==> src/rtl/control_juego.sv <==
// control_juego: guess-the-number game controller.
// An 8-bit LFSR picks a 2-bit hidden target on every entry to ESPERA. The player
// guesses with boton/intento, and each result is shown on numero for T_MOSTRAR
// cycles. ACIERTOS_FIN consecutive hits end the game, shown as numero=3.
// Optional guess timeout: define CONTROL_JUEGO_TIMEOUT_EN.
module control_juego #(
   parameter int unsigned T_MOSTRAR    = 50000000,
   parameter int unsigned ACIERTOS_FIN = 3,
   parameter int unsigned T_ESPERA     = 250000000
) (
   input  logic       clk,
   input  logic       rst_n,
   input  logic       inicio,
   input  logic       boton,
   input  logic [1:0] intento,
   output logic [1:0] numero,
   output logic [3:0] aciertos,
   output logic [1:0] estado,
   output logic [1:0] objetivo
);

   localparam int unsigned LFSR_W = 8;
   localparam int unsigned CNT_W  = 32;
   localparam int unsigned ACI_W  = 4;
   localparam int unsigned NUM_W  = 2;

   localparam logic [LFSR_W-1:0] LFSR_SEED   = 8'hA5;
   localparam logic [CNT_W-1:0]  MOSTRAR_FIN = CNT_W'(T_MOSTRAR - 1);
   localparam logic [ACI_W-1:0]  ACI_FIN     = ACI_W'(ACIERTOS_FIN);

   localparam logic [NUM_W-1:0] NUM_NADA    = 2'd0;
   localparam logic [NUM_W-1:0] NUM_FALLO   = 2'd1;
   localparam logic [NUM_W-1:0] NUM_ACIERTO = 2'd2;
   localparam logic [NUM_W-1:0] NUM_FIN     = 2'd3;

   typedef enum logic [1:0] {
      IDLE    = 2'd0,
      ESPERA  = 2'd1,
      MOSTRAR = 2'd2,
      FIN     = 2'd3
   } state_t;

   state_t            state_q, state_d;
   logic [NUM_W-1:0]  numero_q, numero_d;
   logic [ACI_W-1:0]  aciertos_q, aciertos_d;
   logic [1:0]        objetivo_q, objetivo_d;
   logic [LFSR_W-1:0] lfsr_q, lfsr_d;
   logic [CNT_W-1:0]  cnt_q, cnt_d;
   logic              timeout_c;
   logic              lfsr_fb_c;
   logic [ACI_W-1:0]  aciertos_inc_c;

   // Feedback taps for x^8+x^6+x^5+x^4+1
   assign lfsr_fb_c      = lfsr_q[7] ^ lfsr_q[5] ^ lfsr_q[4] ^ lfsr_q[3];
   assign aciertos_inc_c = aciertos_q + ACI_W'(1);

`ifdef CONTROL_JUEGO_TIMEOUT_EN
   localparam logic [CNT_W-1:0] ESPERA_FIN = CNT_W'(T_ESPERA - 1);

   logic [CNT_W-1:0] wcnt_q, wcnt_d;

   // A timeout is reported in the cycle that completes T_ESPERA cycles in ESPERA
   assign timeout_c = (state_q == ESPERA) && (wcnt_q == ESPERA_FIN);

   // Wait counter: cleared on ESPERA entry, counts (saturating) while in ESPERA
   always_comb begin
      wcnt_d = wcnt_q;
      if ((state_d == ESPERA) && (state_q != ESPERA)) begin
         wcnt_d = '0;
      end else if ((state_q == ESPERA) && (wcnt_q != ESPERA_FIN)) begin
         wcnt_d = wcnt_q + CNT_W'(1);
      end
   end

   // Wait counter register
   always_ff @(posedge clk or negedge rst_n) begin
      if (!rst_n) begin
         wcnt_q <= '0;
      end else begin
         wcnt_q <= wcnt_d;
      end
   end
`else
   assign timeout_c = 1'b0;
`endif

   // Parameter legality
   assert property (@(posedge clk) disable iff (!rst_n)
      (T_MOSTRAR != 0) && (ACIERTOS_FIN >= 1) && (ACIERTOS_FIN <= 15) && (T_ESPERA != 0));

   // Next-state and next-output logic
   always_comb begin
      state_d    = state_q;
      numero_d   = numero_q;
      aciertos_d = aciertos_q;
      objetivo_d = objetivo_q;
      cnt_d      = cnt_q;
      lfsr_d     = {lfsr_q[LFSR_W-2:0], lfsr_fb_c};

      case (state_q)
         IDLE: begin
            numero_d = NUM_NADA;
            if (inicio) begin
               state_d    = ESPERA;
               aciertos_d = '0;
               objetivo_d = lfsr_q[1:0];
            end
         end
         ESPERA: begin
            numero_d = NUM_NADA;
            if (boton && (intento == objetivo_q)) begin
               aciertos_d = aciertos_inc_c;
               if (aciertos_inc_c == ACI_FIN) begin
                  state_d  = FIN;
                  numero_d = NUM_FIN;
               end else begin
                  state_d  = MOSTRAR;
                  numero_d = NUM_ACIERTO;
                  cnt_d    = '0;
               end
            end else if (boton || timeout_c) begin
               state_d    = MOSTRAR;
               numero_d   = NUM_FALLO;
               aciertos_d = '0;
               cnt_d      = '0;
            end
         end
         MOSTRAR: begin
            if (cnt_q == MOSTRAR_FIN) begin
               state_d    = ESPERA;
               numero_d   = NUM_NADA;
               objetivo_d = lfsr_q[1:0];
            end else begin
               cnt_d = cnt_q + CNT_W'(1);
            end
         end
         FIN: begin
            numero_d = NUM_FIN;
            if (inicio) begin
               state_d    = ESPERA;
               numero_d   = NUM_NADA;
               aciertos_d = '0;
               objetivo_d = lfsr_q[1:0];
            end
         end
         default: begin
            state_d  = IDLE;
            numero_d = NUM_NADA;
         end
      endcase
   end

   // State and output registers
   always_ff @(posedge clk or negedge rst_n) begin
      if (!rst_n) begin
         state_q    <= IDLE;
         numero_q   <= NUM_NADA;
         aciertos_q <= '0;
         objetivo_q <= '0;
         lfsr_q     <= LFSR_SEED;
         cnt_q      <= '0;
      end else begin
         state_q    <= state_d;
         numero_q   <= numero_d;
         aciertos_q <= aciertos_d;
         objetivo_q <= objetivo_d;
         lfsr_q     <= lfsr_d;
         cnt_q      <= cnt_d;
      end
   end

   assign numero   = numero_q;
   assign aciertos = aciertos_q;
   assign estado   = state_q;
   assign objetivo = objetivo_q;

endmodule

==> config.mk <==
export PLATFORM = sky130hd
export DESIGN_NAME = control_juego
export DESIGN_NICKNAME = d
export VERILOG_FILES = /design/src/rtl/control_juego.sv
export SDC_FILE = /design/constraint.sdc
export NUM_CORES = 1
export LEC_CHECK = 0
export CAP_MARGIN = 20
export CORE_MARGIN = 1
export CORE_UTILIZATION = 54
export DETAILED_ROUTE_END_ITERATION = 10
export PLACE_DENSITY = 0.73
export SETUP_SLACK_MARGIN = 0.1
export SYNTH_ARGS = -nofsm -noshare
export SYNTH_HDL_FRONTEND = slang
export SYNTH_SLANG_ARGS = --single-unit
==> constraint.sdc <==
create_clock -name clk -period 4.6 [get_ports clk]
set_input_delay 1.38 -clock clk [delete_from_list [all_inputs] [get_ports clk]]
set_output_delay 1.38 -clock clk [all_outputs]
set_load 0.01 [all_outputs]
Fig. 1: signal metal coverage by tile
The die is cut into 15 by 15 equal tiles; white is low, dark blue is high, scaled to the fullest tile. Values are wire area over tile area, all layers added.
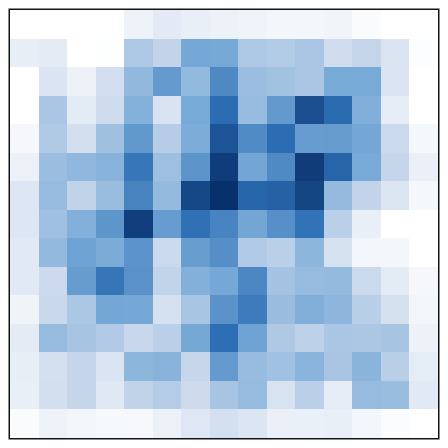
- densest ninth of the die: middle
- fullest tile: 0.53
- tiles over half the peak: 24%
- emptiest ninth of the die: top left
- nearly empty tiles: 8.0%
Vias: 2326
gr usage total: 25.4%
routed length per instance: 16.2 microns
WL final: 6120 microns

Fig. 2: gate-type map
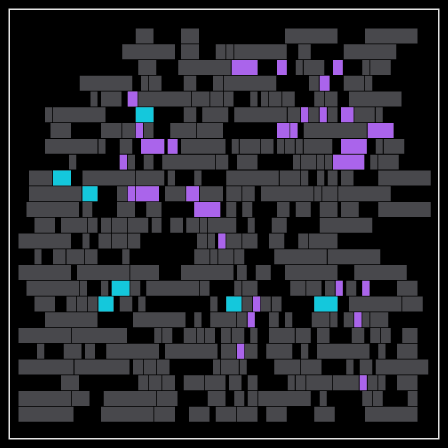
- cyan: AND-OR and OR-AND gates (cells 7)
- purple: NOR gates (cells 29)
Top cell excl fill/tap: dfrtp_1
Comb area share: 46.1%

==> changes_impl.md <==
### Implementation results

- Clk root buf: clkbuf_8
- DRT iter0 DRCs: roughly 140
- Pre-CTS setup slack: 1.34 ns
- Top cells, area: dfrtp_1 (41%), nand2_1 (5.8%), mux2i_1 (5.4%), dfstp_2 (3.8%), o21ai_0 (3.2%)
- Yosys top cell by area: dfrtp_1
- Global route overflow: 0
- Synth async-reset ratio: 100%
- Cell Rows: 25
- Largest net degree at the start of global routing: 32
- Post-Syn Instances: about 300
- H-Tree Depth: 2
- Hold WC Path Type: flip-flop to flip-flop
- Area leader share: between 40 and 50%
- Final critical-path share of the clock period: 63.5%
- PnR worst setup slack: between 1.5 and 2 ns
- Mi-comb count: ~220
- RSZ-0062 raised after global routing: no
- Leakage: ~1.3 nW
- Main synth FF type: dfrtp_1
- Vias in the first global route: between 2000 and 2500
- Yosys reg bits: about 50
- Run status: finished, final reports clean
- Max Transition Viols Final: 0
- Worst VDD drop: 250 uV
- N_diodes: 0
- Family with the most delay on the worst path: simple AND/OR/NAND/NOR gates
- Pwr Density: roughly 400 nW/um^2
- Post-layout util: ~64%
- Final Setup Violations: 0
- Routed Antenna Nets: 0
- Placed Cells: about 370
- Worst Reg2Reg Path Length in Cells: 7
- Worst-margin pin slew: just over 0.7 ns
- Most flop-heavy register: cnt_q
- Crit path depth: 8
- Kind of critical path: input pin to flip-flop
- Core ar.: between 4000 and 5000 sq um
- Setup Buffers After CTS: 0
- Layout area overhead: 11.7%
- Cell Chain, Critical Path: clkdlybuf4s50_1 > xnor2_1 > and3_1 > nand2_1 > o21ai_1 > buf_4 > nor4_2 > mux2i_1
- Max reg flops: 32
- Clock Tree Buf Depth: 2
- Relative slew slack: 51.9%
- Via-per-instance ratio: 6.17
- CP endpoint kind: flip-flop
- Arr. time, crit path: ~3.2 ns
- Final Skew: between 0.004 and 0.005 ns
- Non-clk buf share: 5.87%
- Tmin final: 2.92 ns
- Die area: 5450 sq um
- PortBufs: 15
- Routability congestion estimate: 0.827
- Syn. warnings: 0
## power breakdown
part | total [W] | switching [W] | leakage [nW] | internal (W)
Combinational | 0.000431 | 0.000265 | 0.535 | 0.000165
Sequential | 0.000514 | 0.0000390 | 0.670 | 0.000475
Clock | 0.000315 | 0.000153 | 0.0504 | 0.000162
## cell families after synthesis
group / count (synthesis) / share of synthesized area [%]
mux: 16 / 5.79
xor+xnor: 6 / 1.89
buf+inv: 21 / 3.46
fa+ha+maj: 6 / 2.69
compound gates: 69 / 16.4
simple gates: 124 / 24.7
flops: 50 / 45.1
## per-layer routing
| layer | up-vias | share of wire, % | wire length (microns) | track usage (%) |
|---|---|---|---|---|
| met1 | 1149 | 48 | 2910 | 37.1 |
| met3 | 9 | 4.3 | 265 | 3.29 |
| met5 | - | 0 | 0 | 0 |
| li1 | 1115 | - | - | - |
| met4 | 0 | 1.3 | 79 | 7.26 |
| met2 | 53 | 47 | 2870 | 39.7 |
## synth_stat cells, drive strengths merged (3+ instances only)
cell type  number
dfstp           4
o311ai          3
nand4          13
ha              6
dfrtp          46
o22ai           4
and2            4
inv            11
nor4            7
nand2b          5
o211ai          7
and3            4
nor3            5
nand2          44
a21oi          16
nor2           16
buf             7
mux2i          15
xnor2           4
o21ai          20
o41ai           4
o31ai           5
clkbuf          3
or3             4
nand3          15
## final timing paths
| path | to | slack (ns) | from |
|---|---|---|---|
| max | cnt_q[21] | 1.68 | intento[0] |
| min | lfsr_q[7] | 0.36 | lfsr_q[6] |
| max reg2reg | cnt_q[3] | 2.29 | aciertos[0] |
| min reg2reg | lfsr_q[7] | 0.36 | lfsr_q[6] |
| min in group asynchronous | aciertos[0] | 1.00 | rst_n |
| max in group asynchronous | cnt_q[0] | 2.84 | rst_n |
Power figures rest on the tool's default switching activity, not on a simulated workload.
